## src/rtl/mem_arb_pkg.sv

```systemverilog
// rtl/mem_arb_pkg.sv - shared types and constants for the fetch/data memory arbiter
package mem_arb_pkg;

  typedef enum logic [1:0] {
    OWN_NONE  = 2'd0,
    OWN_FETCH = 2'd1,
    OWN_DATA  = 2'd2
  } owner_e;

  // Byte address to word index shift (32-bit words)
  localparam int WORD_OFF = 2;

endpackage

```

## src/rtl/arb_pick.sv

```systemverilog
// rtl/arb_pick.sv - combinational grant selection between fetch and data requesters
// MEM_ARB_RR_EN selects round-robin on conflict; otherwise the data port has fixed priority.
module arb_pick (
`ifdef MEM_ARB_RR_EN
  input  logic clk,
`endif
  input  logic reset,
  input  logic i_req,
  input  logic d_req,
  output logic i_gnt,
  output logic d_gnt
);

  logic d_win;

`ifdef MEM_ARB_RR_EN
  // 1 = data port holds the most recent grant, so fetch wins the next conflict
  logic last_d_q;

  always_ff @(posedge clk) begin
    if (reset) begin
      last_d_q <= 1'b0;
    end else if (i_gnt || d_gnt) begin
      last_d_q <= d_gnt;
    end
  end

  always_comb begin
    d_win = d_req && (!i_req || !last_d_q);
  end
`else
  always_comb begin
    d_win = d_req;
  end
`endif

  always_comb begin
    d_gnt = !reset && d_win;
    i_gnt = !reset && i_req && !d_win;
  end

endmodule

```

## src/rtl/mem_arbiter.sv

```systemverilog
// rtl/mem_arbiter.sv - two-port (fetch/data) arbiter onto one single-cycle-latency memory
// Optional macro MEM_ARB_RR_EN enables round-robin arbitration in arb_pick.
module mem_arbiter
  import mem_arb_pkg::*;
#(
  parameter int DATA_W    = 32,
  parameter int ADDR_W    = 32,
  parameter int MEM_DEPTH = 64
) (
  input  logic                         clk,
  input  logic                         reset,
  input  logic                         i_req,
  input  logic [ADDR_W-1:0]            i_addr,
  output logic                         i_gnt,
  output logic                         i_rvalid,
  output logic [DATA_W-1:0]            i_rdata,
  input  logic                         d_req,
  input  logic                         d_we,
  input  logic [ADDR_W-1:0]            d_addr,
  input  logic [DATA_W-1:0]            d_wdata,
  output logic                         d_gnt,
  output logic                         d_rvalid,
  output logic [DATA_W-1:0]            d_rdata,
  output logic                         d_err,
  output logic                         m_en,
  output logic                         m_we,
  output logic [$clog2(MEM_DEPTH)-1:0] m_addr,
  output logic [DATA_W-1:0]            m_wdata,
  input  logic [DATA_W-1:0]            m_rdata
);

  localparam int AW = $clog2(MEM_DEPTH);

  owner_e owner_q, owner_d;
  logic   zero_q, zero_d;
  logic   derr_q, derr_d;
  logic   i_bad, d_bad;

  function automatic logic addr_bad(input logic [ADDR_W-1:0] a);
    return (a[WORD_OFF-1:0] != '0) || ((a >> WORD_OFF) >= ADDR_W'(MEM_DEPTH));
  endfunction

  arb_pick u_pick (
`ifdef MEM_ARB_RR_EN
    .clk   (clk),
`endif
    .reset (reset),
    .i_req (i_req),
    .d_req (d_req),
    .i_gnt (i_gnt),
    .d_gnt (d_gnt)
  );

  // Faulting accesses are still granted but kept off the memory; zero_d forces rdata to 0
  always_comb begin
    m_en    = 1'b0;
    m_we    = 1'b0;
    m_addr  = '0;
    m_wdata = '0;
    owner_d = OWN_NONE;
    zero_d  = 1'b0;
    derr_d  = 1'b0;
    i_bad   = addr_bad(i_addr);
    d_bad   = addr_bad(d_addr);
    if (d_gnt) begin
      m_en    = !d_bad;
      m_we    = d_we && !d_bad;
      m_addr  = d_addr[WORD_OFF +: AW];
      m_wdata = d_wdata;
      owner_d = OWN_DATA;
      zero_d  = d_bad || d_we;
      derr_d  = d_bad;
    end else if (i_gnt) begin
      m_en    = !i_bad;
      m_addr  = i_addr[WORD_OFF +: AW];
      owner_d = OWN_FETCH;
      zero_d  = i_bad;
    end
  end

  always_ff @(posedge clk) begin
    if (reset) begin
      owner_q <= OWN_NONE;
      zero_q  <= 1'b0;
      derr_q  <= 1'b0;
    end else begin
      owner_q <= owner_d;
      zero_q  <= zero_d;
      derr_q  <= derr_d;
    end
  end

  // Response outputs are gated by reset so a grant just before reset never surfaces
  always_comb begin
    i_rvalid = !reset && (owner_q == OWN_FETCH);
    d_rvalid = !reset && (owner_q == OWN_DATA);
    i_rdata  = (i_rvalid && !zero_q) ? m_rdata : '0;
    d_rdata  = (d_rvalid && !zero_q) ? m_rdata : '0;
    d_err    = d_rvalid && derr_q;
  end

endmodule

```

## config.mk

```make
export PLATFORM = sky130hd
export DESIGN_NAME = mem_arbiter
export DESIGN_NICKNAME = d
export VERILOG_FILES = /design/src/rtl/mem_arb_pkg.sv /design/src/rtl/arb_pick.sv /design/src/rtl/mem_arbiter.sv
export SDC_FILE = /design/constraint.sdc
export NUM_CORES = 1
export LEC_CHECK = 0
export ABC_AREA = 0
export CORE_AREA = 2 2 94 96
export DETAILED_ROUTE_END_ITERATION = 8
export DIE_AREA = 0 0 96 98
export HOLD_SLACK_MARGIN = 0.12
export PLACE_DENSITY = 0.65
export SYNTH_ARGS = -nofsm -noshare
export SYNTH_HDL_FRONTEND = slang
export SYNTH_SLANG_ARGS = --single-unit
```

## constraint.sdc

```tcl
create_clock -name clk -period 2.2 [get_ports clk]
set_input_delay 0.66 -clock clk [delete_from_list [all_inputs] [get_ports clk]]
set_output_delay 0.66 -clock clk [all_outputs]
set_load 0.1 [all_outputs]
```

Fig. 1: supply network
The bar under the picture is 20 um long. Pins as bars on the die edge.
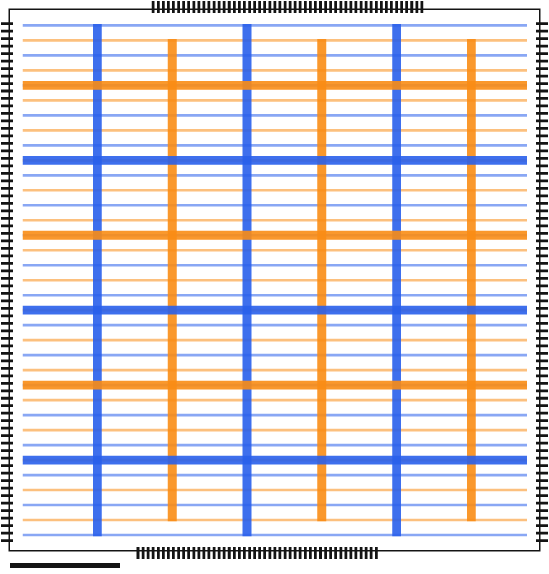
Blue marks VSS. Orange marks VDD.
35 met1 rails follow the rows. The core has 34 rows. 6 straps on met4. 242 signal pins sit on the boundary.
Core Region: 8470 um2
Die Ht: 98 um

Fig. 2: placed cells, one color a class
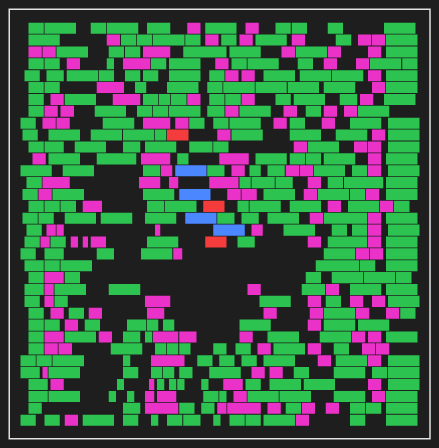
Red marks cells driving clock nets, cells 3. Magenta marks all other logic, cells 137. Green marks other buffers and delay cells, cells 286. Blue marks flops, cells 4.
sequential cell area share: 0.0141
final core occ: 0.671
Final Instance Area: 5680 um2
Core Rows: 34

==> results_dict.tcl <==
# metrics dict for downstream scripts
set metrics [dict create \
    crit_type "input pin to output pin" \
    diodes 0 \
    violations "setup timing" \
    holdBufCountCts 0 \
    tap_cells 108 \
    synth_cell_types 22 \
    postCtsSetupBuffers 17 \
    chipArea_um2 9410 \
    powerDensity_nw_per_um2 234 \
    gp_congestion 0.851 \
    clockBufferDepth 2 \
    fin_ws_ps -376 \
    yosys_warnings 0 \
    p_comb_frac 0.824 \
    io_buffers 241 \
    synthAoiAreaFrac 0.0813 \
    warnings 29 \
    grt_pass1_wl_um 12400 \
    crit_path_start_kind "input pin" \
    syn_to_final_growth_pct 451 \
    status "complete, but fails checks" \
    cts_tree "yes" \
    synth_top_area_share 0.589 \
    setup_viol 107 \
    p_seq_frac 0.060 \
    clk_pin_slew_ps 30 \
    synthesis.nets 284 \
    final_cell_mix "buf_12 (119), and2_4 (96), clkdlybuf4s50_1 (94)" \
    fp-utilization 0.122 \
    drive_above_1_share 0.693 \
    synth-edff-count 0 \
    muxShareOfSynthArea 0 \
    wl_met3_um 1100 \
    worst_slew_pin_slew_ps 268 \
    die_x_um 96 \
    grt_overflow 0 \
    nClkBuffers 3 \
    pin_count 242 \
]
Fig. 3: clock distribution
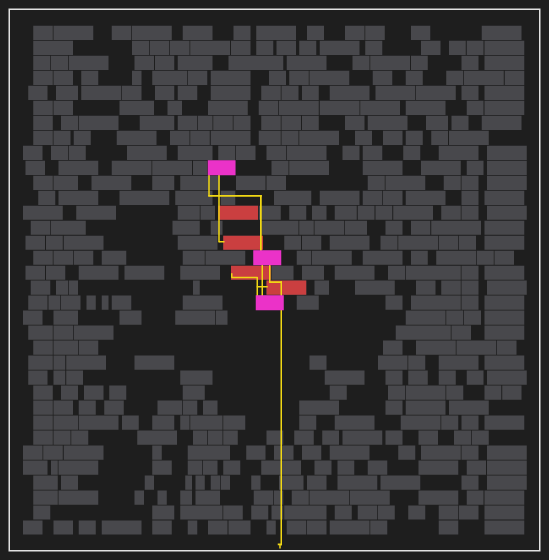
Magenta marks cells driving clock nets, count 3. Yellow marks clock wires, length 125 um. Red marks flip-flops, count 4.
There are 4 routed clock nets.
Clk pwr share: 0.116
clock network power: 154 uW

Fig. 4: routed metal, one color a layer
The bar under the picture is 20 um long.
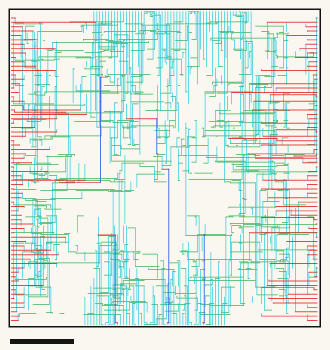
Green marks met1, wire length 2510 um. Red marks met3, wire length 1100 um. Blue marks met4, wire length 146 um. Cyan marks met2, wire length 4650 um.
All-Layer GR Usage: 0.171
Wirelength per Cell: 15.6 um
Vias: 2194
WL final: 8410 um

Power and IR drop assume default switching activity.
